**src/rtl/pedal_pkg.sv**
```systemverilog
// Shared constants for the pedal control path: register map, reset values, SPI target FSM encoding.
package pedal_pkg;

  localparam int unsigned DATA_W  = 8;
  localparam int unsigned ADDR_W  = 3;
  localparam int unsigned FADDR_W = 7;
  localparam int unsigned CNT_W   = 5;
  localparam int unsigned CTRL_W  = 5;

  localparam logic [ADDR_W-1:0] REG_THRES  = 3'd0;
  localparam logic [ADDR_W-1:0] REG_SLOPE  = 3'd1;
  localparam logic [ADDR_W-1:0] REG_GAIN   = 3'd2;
  localparam logic [ADDR_W-1:0] REG_CTRL   = 3'd3;
  localparam logic [ADDR_W-1:0] REG_IMP_LO = 3'd4;
  localparam logic [ADDR_W-1:0] REG_IMP_HI = 3'd5;
  localparam logic [ADDR_W-1:0] REG_STATUS = 3'd6;
  localparam logic [ADDR_W-1:0] REG_ID     = 3'd7;

  localparam int unsigned CTRL_RECORD       = 0;
  localparam int unsigned CTRL_LOOP         = 1;
  localparam int unsigned CTRL_OFF_CHIP_MEM = 2;
  localparam int unsigned CTRL_DELAY_REVERB = 3;
  localparam int unsigned CTRL_MEM_TO_COMP  = 4;

  localparam logic [DATA_W-1:0] THRES_RST  = 8'h80;
  localparam logic [DATA_W-1:0] SLOPE_RST  = 8'h10;
  localparam logic [DATA_W-1:0] GAIN_RST   = 8'h40;
  localparam logic [CTRL_W-1:0] CTRL_RST   = 5'h00;
  localparam logic [DATA_W-1:0] IMP_LO_RST = 8'h00;
  localparam logic [DATA_W-1:0] IMP_HI_RST = 8'h00;

  typedef enum logic [1:0] {
    ST_IDLE = 2'd0,
    ST_ADDR = 2'd1,
    ST_DATA = 2'd2,
    ST_DONE = 2'd3
  } spi_state_t;

endpackage

```
**src/rtl/spi_sync_edge.sv**
```systemverilog
// N-stage synchroniser for an asynchronous input with rise/fall detection on the synchronised value.
module spi_sync_edge #(
  parameter int unsigned STAGES  = 2,
  parameter logic        RST_VAL = 1'b0
) (
  input  logic clk,
  input  logic rst_n,
  input  logic din,
  output logic dout,
  output logic rise_c,
  output logic fall_c
);

  logic [STAGES-1:0] sync_q;
  logic              prev_q;

  // Shift the raw input through the synchroniser and keep one delayed copy for edge detection
  always_ff @(posedge clk or negedge rst_n) begin
    if (!rst_n) begin
      sync_q <= {STAGES{RST_VAL}};
      prev_q <= RST_VAL;
    end else begin
      sync_q <= {sync_q[STAGES-2:0], din};
      prev_q <= sync_q[STAGES-1];
    end
  end

  assign dout   = sync_q[STAGES-1];
  assign rise_c = sync_q[STAGES-1] & ~prev_q;
  assign fall_c = ~sync_q[STAGES-1] & prev_q;

endmodule

```
**src/rtl/spi_param_target.sv**
```systemverilog
// SPI mode-0 target: decodes 16-bit host frames into the pedal parameter registers and answers reads.
module spi_param_target
  import pedal_pkg::*;
#(
  parameter int unsigned NUM_REGS    = 8,
  parameter logic [7:0]  ID_VALUE    = 8'hA5,
  parameter int unsigned SYNC_STAGES = 2
) (
  input  logic        clk,
  input  logic        rst_n,
  input  logic        sclk,
  input  logic        cs_n,
  input  logic        mosi,
  output logic        miso,
  output logic        miso_oeb,
  input  logic [7:0]  status_in,
  output logic [7:0]  thres,
  output logic [7:0]  slope,
  output logic [7:0]  gain,
  output logic        record,
  output logic        loop,
  output logic        off_chip_mem,
  output logic        delay_reverb,
  output logic        mem_to_comp,
  output logic [15:0] impulses,
  output logic        wr_pulse,
  output logic [2:0]  wr_addr
);

  logic                   sclk_s, sclk_rise, sclk_fall;
  logic [SYNC_STAGES-1:0] cs_sync_q, mosi_sync_q;
  logic                   cs_s, mosi_s, cs_prev_q, cs_fall;

  spi_state_t             state_q, state_d;
  logic [CNT_W-1:0]       cnt_q, cnt_d;
  logic [DATA_W-2:0]      rx_q, rx_d;
  logic [DATA_W-1:0]      rx_next;
  logic [DATA_W-1:0]      tx_q, tx_d;
  logic                   is_wr_q, is_wr_d;
  logic [FADDR_W-1:0]     addr_q, addr_d;
  logic [FADDR_W-1:0]     addr_new;
  logic                   miso_d, oeb_d, wr_pulse_d;
  logic [ADDR_W-1:0]      wr_addr_d;
  logic [DATA_W-1:0]      thres_d, slope_d, gain_d, imp_lo_d, imp_hi_d;
  logic [DATA_W-1:0]      imp_lo_q, imp_hi_q;
  logic [CTRL_W-1:0]      ctrl_q, ctrl_d;

  spi_sync_edge #(.STAGES(SYNC_STAGES), .RST_VAL(1'b0)) u_sclk_sync (
    .clk    (clk),
    .rst_n  (rst_n),
    .din    (sclk),
    .dout   (sclk_s),
    .rise_c (sclk_rise),
    .fall_c (sclk_fall)
  );

  // Plain synchronisers for chip select (idles high) and data in, plus cs_n history for fall detection
  always_ff @(posedge clk or negedge rst_n) begin
    if (!rst_n) begin
      cs_sync_q   <= {SYNC_STAGES{1'b1}};
      mosi_sync_q <= '0;
      cs_prev_q   <= 1'b1;
    end else begin
      cs_sync_q   <= {cs_sync_q[SYNC_STAGES-2:0], cs_n};
      mosi_sync_q <= {mosi_sync_q[SYNC_STAGES-2:0], mosi};
      cs_prev_q   <= cs_sync_q[SYNC_STAGES-1];
    end
  end

  assign cs_s    = cs_sync_q[SYNC_STAGES-1];
  assign mosi_s  = mosi_sync_q[SYNC_STAGES-1];
  assign cs_fall = cs_prev_q & ~cs_s;

  // Register value returned for a read of the given frame address
  function automatic logic [DATA_W-1:0] read_value(input logic [FADDR_W-1:0] a);
    logic [DATA_W-1:0] v;
    v = '0;
    if (a < FADDR_W'(NUM_REGS)) begin
      case (a[ADDR_W-1:0])
        REG_THRES:  v = thres;
        REG_SLOPE:  v = slope;
        REG_GAIN:   v = gain;
        REG_CTRL:   v = {3'b000, ctrl_q};
        REG_IMP_LO: v = imp_lo_q;
        REG_IMP_HI: v = imp_hi_q;
        REG_STATUS: v = status_in;
        REG_ID:     v = ID_VALUE;
        default:    v = '0;
      endcase
    end
    return v;
  endfunction

  // FSM state register
  always_ff @(posedge clk or negedge rst_n) begin
    if (!rst_n) state_q <= ST_IDLE;
    else        state_q <= state_d;
  end

  // Next-state, frame shifting, miso generation and write commit
  always_comb begin
    state_d    = state_q;
    cnt_d      = cnt_q;
    rx_d       = rx_q;
    tx_d       = tx_q;
    is_wr_d    = is_wr_q;
    addr_d     = addr_q;
    miso_d     = miso;
    oeb_d      = miso_oeb;
    wr_pulse_d = 1'b0;
    wr_addr_d  = wr_addr;
    thres_d    = thres;
    slope_d    = slope;
    gain_d     = gain;
    ctrl_d     = ctrl_q;
    imp_lo_d   = imp_lo_q;
    imp_hi_d   = imp_hi_q;
    rx_next    = {rx_q, mosi_s};
    addr_new   = rx_next[FADDR_W-1:0];

    case (state_q)
      ST_IDLE: begin
        if (cs_fall) begin
          state_d = ST_ADDR;
          cnt_d   = '0;
          rx_d    = '0;
          tx_d    = '0;
          oeb_d   = 1'b0;
          miso_d  = 1'b0;
        end
      end
      ST_ADDR: begin
        if (cs_s) begin
          state_d = ST_IDLE;
          oeb_d   = 1'b1;
          miso_d  = 1'b0;
        end else if (sclk_rise) begin
          rx_d  = rx_next[DATA_W-2:0];
          cnt_d = cnt_q + CNT_W'(1);
          if (cnt_q == CNT_W'(7)) begin
            is_wr_d = rx_next[DATA_W-1];
            addr_d  = addr_new;
            tx_d    = read_value(addr_new);
            state_d = ST_DATA;
          end
        end
      end
      ST_DATA: begin
        if (cs_s) begin
          state_d = ST_IDLE;
          oeb_d   = 1'b1;
          miso_d  = 1'b0;
        end else begin
          if (sclk_fall && !is_wr_q) begin
            miso_d = tx_q[DATA_W-1];
            tx_d   = {tx_q[DATA_W-2:0], 1'b0};
          end
          if (sclk_rise) begin
            rx_d  = rx_next[DATA_W-2:0];
            cnt_d = cnt_q + CNT_W'(1);
            if (cnt_q == CNT_W'(15)) begin
              state_d = ST_DONE;
              miso_d  = 1'b0;
              if (is_wr_q && (addr_q < FADDR_W'(REG_STATUS))) begin
                wr_pulse_d = 1'b1;
                wr_addr_d  = addr_q[ADDR_W-1:0];
                case (addr_q[ADDR_W-1:0])
                  REG_THRES:  thres_d  = rx_next;
                  REG_SLOPE:  slope_d  = rx_next;
                  REG_GAIN:   gain_d   = rx_next;
                  REG_CTRL:   ctrl_d   = rx_next[CTRL_W-1:0];
                  REG_IMP_LO: imp_lo_d = rx_next;
                  REG_IMP_HI: imp_hi_d = rx_next;
                  default:    ;
                endcase
              end
            end
          end
        end
      end
      ST_DONE: begin
        miso_d = 1'b0;
        if (cs_s) begin
          state_d = ST_IDLE;
          oeb_d   = 1'b1;
        end
      end
      default: state_d = ST_IDLE;
    endcase
  end

  // Datapath, pad and parameter registers
  always_ff @(posedge clk or negedge rst_n) begin
    if (!rst_n) begin
      cnt_q    <= '0;
      rx_q     <= '0;
      tx_q     <= '0;
      is_wr_q  <= 1'b0;
      addr_q   <= '0;
      miso     <= 1'b0;
      miso_oeb <= 1'b1;
      wr_pulse <= 1'b0;
      wr_addr  <= '0;
      thres    <= THRES_RST;
      slope    <= SLOPE_RST;
      gain     <= GAIN_RST;
      ctrl_q   <= CTRL_RST;
      imp_lo_q <= IMP_LO_RST;
      imp_hi_q <= IMP_HI_RST;
    end else begin
      cnt_q    <= cnt_d;
      rx_q     <= rx_d;
      tx_q     <= tx_d;
      is_wr_q  <= is_wr_d;
      addr_q   <= addr_d;
      miso     <= miso_d;
      miso_oeb <= oeb_d;
      wr_pulse <= wr_pulse_d;
      wr_addr  <= wr_addr_d;
      thres    <= thres_d;
      slope    <= slope_d;
      gain     <= gain_d;
      ctrl_q   <= ctrl_d;
      imp_lo_q <= imp_lo_d;
      imp_hi_q <= imp_hi_d;
    end
  end

  assign record       = ctrl_q[CTRL_RECORD];
  assign loop         = ctrl_q[CTRL_LOOP];
  assign off_chip_mem = ctrl_q[CTRL_OFF_CHIP_MEM];
  assign delay_reverb = ctrl_q[CTRL_DELAY_REVERB];
  assign mem_to_comp  = ctrl_q[CTRL_MEM_TO_COMP];
  assign impulses     = {imp_hi_q, imp_lo_q};

endmodule

```
**config.mk**
```make
export PLATFORM = sky130hd
export DESIGN_NAME = spi_param_target
export DESIGN_NICKNAME = d
export VERILOG_FILES = /design/src/rtl/pedal_pkg.sv /design/src/rtl/spi_sync_edge.sv /design/src/rtl/spi_param_target.sv
export SDC_FILE = /design/constraint.sdc
export NUM_CORES = 1
export LEC_CHECK = 0
export CAP_MARGIN = 20
export CORE_ASPECT_RATIO = 0.5
export CORE_MARGIN = 1.5
export CORE_UTILIZATION = 55
export DETAILED_ROUTE_END_ITERATION = 16
export GPL_TIMING_DRIVEN = 0
export PLACE_DENSITY = 0.88
export SLEW_MARGIN = 0
export SYNTH_ARGS = -nofsm -noshare
export SYNTH_HDL_FRONTEND = slang
export SYNTH_SLANG_ARGS = --single-unit
```
**constraint.sdc**
```tcl
create_clock -name clk -period 6.6 [get_ports clk]
set_clock_uncertainty 0.05 [all_clocks]
set_input_delay 0.66 -clock clk [delete_from_list [all_inputs] [get_ports clk]]
set_output_delay 0.66 -clock clk [all_outputs]
set_load 0.05 [all_outputs]
```
==> impl_metrics.env <==
# implementation run metrics
export IMPL_rsz0062_at_grt="no"
export IMPL_slowest_delay_ps=680
export IMPL_met2_usage=0.409
export IMPL_layout_top_cell="dfrtp_1"
export IMPL_synth_async_reset_ratio=1.00
export IMPL_mostFrequentLayoutCells="dfrtp_1, clkdlybuf4s50_1, mux2_2"
export IMPL_layout_min_cycle_time_ps=2590
export IMPL_most_common_cell="dfrtp_1"
export IMPL_slew_headroom=0.501
export IMPL_synth_cell_types=53
export IMPL_routed_wl_um=10300
export IMPL_drtPass1Iterations=5
export IMPL_ir_drop_mv=0.159
export IMPL_drive_gt1_frac=0.215
export IMPL_hold_slack_ps=220
export IMPL_status="complete, no violations"
export IMPL_grt_max_degree=56
export IMPL_fillCellCount=468
export IMPL_yosys_area_top_type_share=0.484
export IMPL_dr_wl_met3_um=729
export IMPL_globalRouteMet1Util=0.366
export IMPL_seq_area_sq_um=2240
export IMPL_dpl_cell_area_sq_um=5020
export IMPL_area_leaders="dfrtp_1, mux2_2, dfstp_2"
export IMPL_grt_busiest_layer="met2"
export IMPL_io_buffers=63
export IMPL_initCoreUtil=0.573
export IMPL_ctsHoldBuffers=0
export IMPL_ys_seq_share=0.527
export IMPL_drt_iter0_drc=299
export IMPL_clk_pin_slew_ps=60
export IMPL_nNonClkInverters=11
export IMPL_adder_share=0.0207
export IMPL_cts_buffers=9
export IMPL_max_slew_worst_pin_slew_ps=746
export IMPL_cp_arrival_ps=2770
export IMPL_postSynthAreaPerCell_sq_um=11.6
export IMPL_track_usage=0.265
export IMPL_comb_share=0.346
export IMPL_path_cells="ha_1, and3_1, ha_1, nand3b_1, nand4b_4, nor4b_4, mux2_2"
[final timing paths]
kind,slack [ps],cells after the start,startpoint,endpoint
min in group clk,300,0,mosi_sync_q[0]$_DFF_PN0_,mosi_sync_q[1]$_DFF_PN0_
min,220,1,rst_n,ctrl_q[1]$_DFFE_PN0P_
max in group asynchronous,5590,2,rst_n,cs_prev_q$_DFF_PN1_
max reg2reg,4010,7,cnt_q[0]$_DFFE_PN0P_,gain[7]$_DFFE_PN0P_
min reg2reg,300,0,mosi_sync_q[0]$_DFF_PN0_,mosi_sync_q[1]$_DFF_PN0_
max,4010,7,cnt_q[0]$_DFFE_PN0P_,gain[7]$_DFFE_PN0P_
[report_power, final]
part,switching (mW),internal [mW]
sequential,0.0362,0.596
clock,0.206,0.363
combinational,0.363,0.177
total,0.604,1.14
### Cells by drive strength

Scale: 4 px per um.
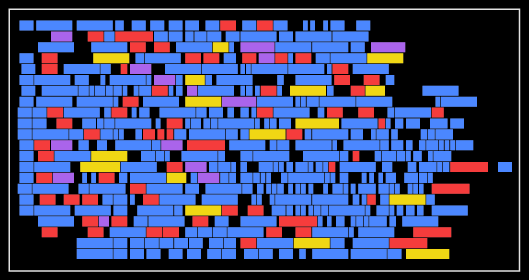
colour	size	cells	share
purple	x3 and x4	14	3.1%
yellow	x6 and larger	16	3.6%
red	x2	66	15%
blue	x1 and smaller	350	78%

### Placed standard cells

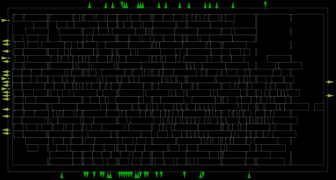
flop share of the area: 0.418
row count: 22
final core occ: 0.723
CORE AREA: 7400 sq um

### Nets reached from selected ports

Scale: 3 px per um.
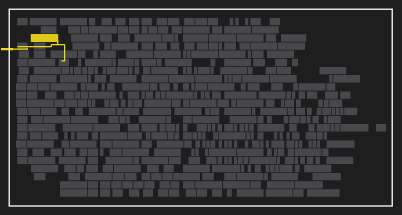
colour	port	bits	direction	edge	end cells	wire
yellow	`record`	1	output	left	1	29.5 um

